<file path="config.mk">
export PLATFORM = sky130hd
export DESIGN_NAME = ps2_key_decoder
export DESIGN_NICKNAME = d
export VERILOG_FILES = /design/src/rtl/ps2_pkg.sv /design/src/rtl/ps2_frame_rx.sv /design/src/rtl/ps2_key_decoder.sv
export SDC_FILE = /design/constraint.sdc
export NUM_CORES = 1
export LEC_CHECK = 0
export CORE_ASPECT_RATIO = 0.6
export CORE_UTILIZATION = 45
export CTS_CLUSTER_DIAMETER = 120
export CTS_CLUSTER_SIZE = 28
export DETAILED_ROUTE_END_ITERATION = 8
export MAX_ROUTING_LAYER = met4
export REMOVE_ABC_BUFFERS = 1
export SLEW_MARGIN = 20
export SYNTH_ARGS = -nofsm -noshare
export SYNTH_HDL_FRONTEND = slang
export SYNTH_SLANG_ARGS = --single-unit
</file>
<file path="constraint.sdc">
create_clock -name clk -period 3.75 [get_ports clk]
set_input_delay 0.75 -clock clk [delete_from_list [all_inputs] [get_ports clk]]
set_output_delay 0.75 -clock clk [all_outputs]
set_load 0.02 [all_outputs]
</file>
<file path="src/rtl/ps2_pkg.sv">
// Shared scan-code constants, FSM encodings and direction-mask helpers for the
// PS/2 keyboard receiver and key decoder.
package ps2_pkg;

    localparam logic [7:0] CODE_EXT    = 8'hE0;
    localparam logic [7:0] CODE_BRK    = 8'hF0;
    localparam logic [7:0] ARROW_UP    = 8'h75;
    localparam logic [7:0] ARROW_DOWN  = 8'h72;
    localparam logic [7:0] ARROW_RIGHT = 8'h74;
    localparam logic [7:0] ARROW_LEFT  = 8'h6B;
    localparam logic [7:0] WASD_UP     = 8'h1D;
    localparam logic [7:0] WASD_DOWN   = 8'h1B;
    localparam logic [7:0] WASD_RIGHT  = 8'h23;
    localparam logic [7:0] WASD_LEFT   = 8'h1C;

    typedef enum logic [1:0] {RX_IDLE, RX_DATA, RX_PARITY, RX_STOP} rxState_t;
    typedef enum logic [1:0] {DEC_BASE, DEC_EXT, DEC_BRK, DEC_EXT_BRK} decState_t;

    // Direction masks use the uBtns bit order: [3] up, [2] down, [1] right, [0] left.
    function automatic logic [3:0] arrowMask(input logic [7:0] code);
        case (code)
            ARROW_UP:    arrowMask = 4'b1000;
            ARROW_DOWN:  arrowMask = 4'b0100;
            ARROW_RIGHT: arrowMask = 4'b0010;
            ARROW_LEFT:  arrowMask = 4'b0001;
            default:     arrowMask = 4'b0000;
        endcase
    endfunction

    function automatic logic [3:0] wasdMask(input logic [7:0] code);
        case (code)
            WASD_UP:    wasdMask = 4'b1000;
            WASD_DOWN:  wasdMask = 4'b0100;
            WASD_RIGHT: wasdMask = 4'b0010;
            WASD_LEFT:  wasdMask = 4'b0001;
            default:    wasdMask = 4'b0000;
        endcase
    endfunction

endpackage

</file>
<file path="src/rtl/ps2_frame_rx.sv">
// PS/2 frame receiver: synchronisers, PS2_CLK glitch filter, inactivity timeout
// and the start/data/parity/stop receive FSM.
module ps2_frame_rx
    import ps2_pkg::*;
#(
    parameter int FILTER_LEN  = 8,
    parameter int TIMEOUT_CYC = 200000
) (
    input  logic       clk,
    input  logic       rst,
    input  logic       ps2Clk,
    input  logic       ps2Data,
    output logic [7:0] rxByte,
    output logic       byteValid,
    output logic       err,
    output rxState_t   state
);
    localparam int FW = $clog2(FILTER_LEN + 1);
    localparam int TW = $clog2(TIMEOUT_CYC + 1);

    logic          clkS1, clkS2, datS1, datS2, clkFilt, edgeAcc;
    logic [FW-1:0] filtCnt;
    logic [TW-1:0] toCnt, toCntNext;
    logic [2:0]    bitCnt, bitCntNext;
    logic [7:0]    shift, shiftNext, byteNext;
    logic          parityBit, parityNext, validNext, errNext;
    rxState_t      stateNext;

    // The filtered level resets low, so a full run of high samples is needed
    // before any falling edge can be accepted.
    always_ff @(posedge clk) begin
        if (!rst) begin
            clkS1   <= 1'b0;
            clkS2   <= 1'b0;
            datS1   <= 1'b0;
            datS2   <= 1'b0;
            clkFilt <= 1'b0;
            filtCnt <= '0;
        end else begin
            clkS1 <= ps2Clk;
            clkS2 <= clkS1;
            datS1 <= ps2Data;
            datS2 <= datS1;
            if (clkS2 == clkFilt) begin
                filtCnt <= '0;
            end else if (filtCnt == FW'(FILTER_LEN - 1)) begin
                clkFilt <= clkS2;
                filtCnt <= '0;
            end else begin
                filtCnt <= filtCnt + FW'(1);
            end
        end
    end

    assign edgeAcc = clkFilt && !clkS2 && (filtCnt == FW'(FILTER_LEN - 1));

    always_ff @(posedge clk) begin
        if (!rst) begin
            state     <= RX_IDLE;
            bitCnt    <= '0;
            shift     <= '0;
            parityBit <= 1'b0;
            rxByte    <= '0;
            byteValid <= 1'b0;
            err       <= 1'b0;
            toCnt     <= '0;
        end else begin
            state     <= stateNext;
            bitCnt    <= bitCntNext;
            shift     <= shiftNext;
            parityBit <= parityNext;
            rxByte    <= byteNext;
            byteValid <= validNext;
            err       <= errNext;
            toCnt     <= toCntNext;
        end
    end

    // byteValid and err are single-cycle strobes with no ready: the consumer
    // must take rxByte in the cycle byteValid is high. They never coincide.
    always_comb begin
        stateNext  = state;
        bitCntNext = bitCnt;
        shiftNext  = shift;
        parityNext = parityBit;
        byteNext   = rxByte;
        validNext  = 1'b0;
        errNext    = 1'b0;
        toCntNext  = (state == RX_IDLE) ? '0 : toCnt + TW'(1);
        if (edgeAcc) begin
            toCntNext = '0;
            case (state)
                RX_IDLE: begin
                    if (datS2) begin
                        errNext = 1'b1;
                    end else begin
                        stateNext  = RX_DATA;
                        bitCntNext = '0;
                    end
                end
                RX_DATA: begin
                    shiftNext = {datS2, shift[7:1]};
                    if (bitCnt == 3'd7) stateNext = RX_PARITY;
                    else bitCntNext = bitCnt + 3'd1;
                end
                RX_PARITY: begin
                    parityNext = datS2;
                    stateNext  = RX_STOP;
                end
                RX_STOP: begin
                    stateNext  = RX_IDLE;
                    bitCntNext = '0;
                    if (datS2 && (^{shift, parityBit})) begin
                        byteNext  = shift;
                        validNext = 1'b1;
                    end else begin
                        errNext = 1'b1;
                    end
                end
                default: stateNext = RX_IDLE;
            endcase
        end else if (state != RX_IDLE && toCnt == TW'(TIMEOUT_CYC - 1)) begin
            stateNext  = RX_IDLE;
            bitCntNext = '0;
            toCntNext  = '0;
            errNext    = 1'b1;
        end
    end

endmodule

</file>
<file path="src/rtl/ps2_key_decoder.sv">
// PS/2 keyboard decoder: turns received scan codes into held arrow/WASD
// directions, tracking E0 (extended) and F0 (break) prefixes.
module ps2_key_decoder
    import ps2_pkg::*;
#(
    parameter int FILTER_LEN  = 8,
    parameter int TIMEOUT_CYC = 200000
) (
    input  logic       clk,
    input  logic       rst,
    input  logic       PS2_CLK,
    input  logic       PS2_DATA,
    output logic [3:0] uBtns,
    output logic [7:0] scan_code,
    output logic       code_valid,
    output logic       frame_err,
    output rxState_t   rxStateDbg,
    output decState_t  decStateDbg
);
    decState_t  decState, decNext;
    logic [3:0] arrowHold, arrowNext, wasdHold, wasdNext;

    ps2_frame_rx #(
        .FILTER_LEN (FILTER_LEN),
        .TIMEOUT_CYC(TIMEOUT_CYC)
    ) u_rx (
        .clk      (clk),
        .rst      (rst),
        .ps2Clk   (PS2_CLK),
        .ps2Data  (PS2_DATA),
        .rxByte   (scan_code),
        .byteValid(code_valid),
        .err      (frame_err),
        .state    (rxStateDbg)
    );

    always_ff @(posedge clk) begin
        if (!rst) begin
            decState  <= DEC_BASE;
            arrowHold <= '0;
            wasdHold  <= '0;
            uBtns     <= '0;
        end else begin
            decState  <= decNext;
            arrowHold <= arrowNext;
            wasdHold  <= wasdNext;
            uBtns     <= arrowNext | wasdNext;
        end
    end

    // Arrow and WASD holds are kept apart so releasing one key set leaves a
    // direction still held by the other.
    always_comb begin
        decNext   = decState;
        arrowNext = arrowHold;
        wasdNext  = wasdHold;
        if (code_valid) begin
            decNext = DEC_BASE;
            case (decState)
                DEC_BASE: begin
                    if (scan_code == CODE_EXT) decNext = DEC_EXT;
                    else if (scan_code == CODE_BRK) decNext = DEC_BRK;
                    else wasdNext = wasdHold | wasdMask(scan_code);
                end
                DEC_EXT: begin
                    if (scan_code == CODE_BRK) decNext = DEC_EXT_BRK;
                    else if (scan_code == CODE_EXT) decNext = DEC_EXT;
                    else arrowNext = arrowHold | arrowMask(scan_code);
                end
                DEC_BRK:     wasdNext  = wasdHold & ~wasdMask(scan_code);
                DEC_EXT_BRK: arrowNext = arrowHold & ~arrowMask(scan_code);
                default:     decNext   = DEC_BASE;
            endcase
        end
    end

    assign decStateDbg = decState;

endmodule
</file>
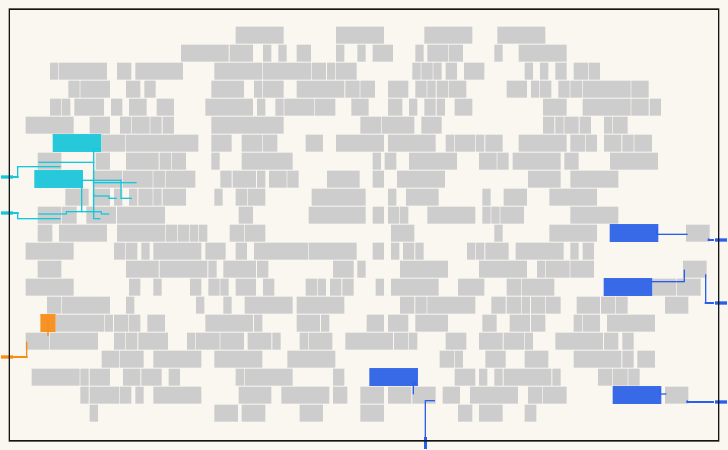
**Above:** nets reached from selected ports.
cyan -> rxStateDbg  # bits 2, direction output, edge left, end cells 2, buffers 2, wire 74.1 microns
blue -> uBtns  # bits 4, direction output, edge 3 right, 1 bottom, end cells 4, buffers 4, wire 33.1 microns
orange -> PS2_CLK  # bits 1, direction input, edge left, end cells 1, buffers 1, wire 6.30 microns
I/O pins: 22
number of buffer cells added on primary ports: 21

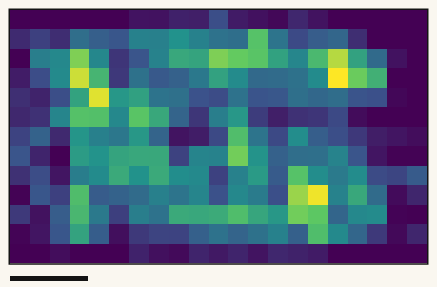
**Above:** routed metal per tile.
Scale bar: 20 microns. The die is cut into 21 by 13 equal tiles; dark purple is low, yellow is high, scaled to the fullest tile. Values are wire area over tile area, all layers added.
mean over tiles = 0.14
nearly empty tiles = 15%
fullest tile = 0.44
tiles over half the peak = 21%
GRT Total Usage: 19.9%
final routed wire length divided by cell count: 14.0 microns
DRT Wirelength: 6140 microns

==> git commit body <==
Refresh implementation metrics

- Outcome: completed
- Type of the tightest min-delay check: flop to flop
- Period Utilization, post-route: 65.6%
- For flop-to-flop paths, the worst setup slack is 1.29 ns.
- Along the worst path, the maximum fanout reaches 18.
- In this run the biggest area consumer among cell types represents 43.7% of the synthesized area.
- Termination of the worst setup path: u_rx.toCnt[7]
- Nets still carrying antenna violations after routing amount to 0.
- At the floorplan stage, the core utilization is reported as 47.6%.
- Counting pins that exceed their max-slew limit in the final report gives 0.
- Clock input transition at the sequential cells of the worst setup and hold paths: 0.06 ns
- In this run, power in the clock network comes to 0.633 mW.
- The most common logic cells in the final layout are sky130_fd_sc_hd__dfxtp_1, sky130_fd_sc_hd__nand2_1, sky130_fd_sc_hd__a21oi_1.
- Total DRC errors in the routed layout: 0
- Most common cell in the netlist: sky130_fd_sc_hd__dfxtp_1
- Worst setup path start: u_rx.toCnt[15]
- Biggest cell category by area in the final layout: logic gates
- The number of buffers and inverters on the critical path is 0.
- Number of buffers on the longest clock path: 2
- Combinational power for this build is 0.0181 mW.
- The routed design uses 2340 microns of met2 wire.
* Number of standard cells reported by yosys: 330
- Worst reg-to-reg path cell count: 4
* Placeable core area: 6250 sq um
- First-pass GRT wire length: 10200 microns
* Launching point of the worst reg2reg path: u_rx.toCnt[15]
* Clk_lat worst skew: 0.34 ns
- The flow reports power dissipated in sequential cells as 0.694 mW.
- Largest area contributor in the synthesized netlist: sky130_fd_sc_hd__dfxtp_1
* Cell depth of the worst hold path: 1
- Gate count after technology mapping: 330
- Category of the critical setup timing path: flop to flop
- Non-Clock Buffer Area Fraction: 6.71%
- Critical register-to-register path endpoint: u_rx.toCnt[7]
- Combinational Gates: 241
- After synthesis, flip-flops and latches occupy 43.7% of the total area.
- According to the finish report, the design has a final net count of 365.
- The highest layer touched by signal routing is met4.
- Global routing used 28.8% of the available met1 tracks.
* Count of synthesis-stage warnings from yosys: 0
* Yosys Chip Area: 2980 sq um
- In this run the static leakage power is 1.13 nW.
- Share of flip-flops with an asynchronous set or reset after synthesis: 0%
- Post-placement setup slack: 1.30 ns
* GR met2 Demand/Resource: 25.7%
- Post-synthesis instance area: 2980 sq um
* Number of post-CTS setup repair buffers: 0
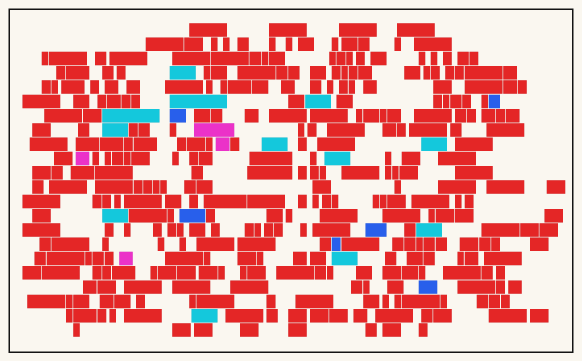
**Above:** drive-strength map.
blue -> x2  # cells 6, share 1.7%
red -> x1 and smaller  # cells 334, share 94%, most used dfxtp_1
magenta -> x3 and x4  # cells 4, share 1.1%, most used buf_4
cyan -> x6 and larger  # cells 12, share 3.4%, most used clkbuf_8
final standard cell area without fillers: 3470 sq um
minimum setup slack in the final design: 1.29 ns
buffers outside the clock class: 24
Layout Area Growth over Synthesis: 16.5%

-- cell families after synthesis --
family / synth area share (%)
compound gates: 10.1
xor+xnor: 7.02
fa+ha+maj: 3.78
buf+inv: 3.32
flops: 43.7
mux: 5.55
simple gates: 26.5
-- sequential cells by signal, indices dropped and copies added, names as in the netlist, 2 cells and up --
name and count:
u_rx.bitCnt 3, u_rx.rxByte 8, uBtns 4, u_rx.toCnt 18, u_rx.shift 8, wasdHold 4
decStateDbg 2, u_rx.filtCnt 4, arrowHold 4, u_rx.state 2
-- metrics by stage --
step	utilization (%)	cells
2_1_floorplan	-	317
3_3_place_gp	52.1	425
3_5_place_dp	52.1	425
4_1_cts	55.5	440
5_1_grt	55.5	440
6_report	55.5	440
No activity file was given, so power comes from the tool's default toggle rates.
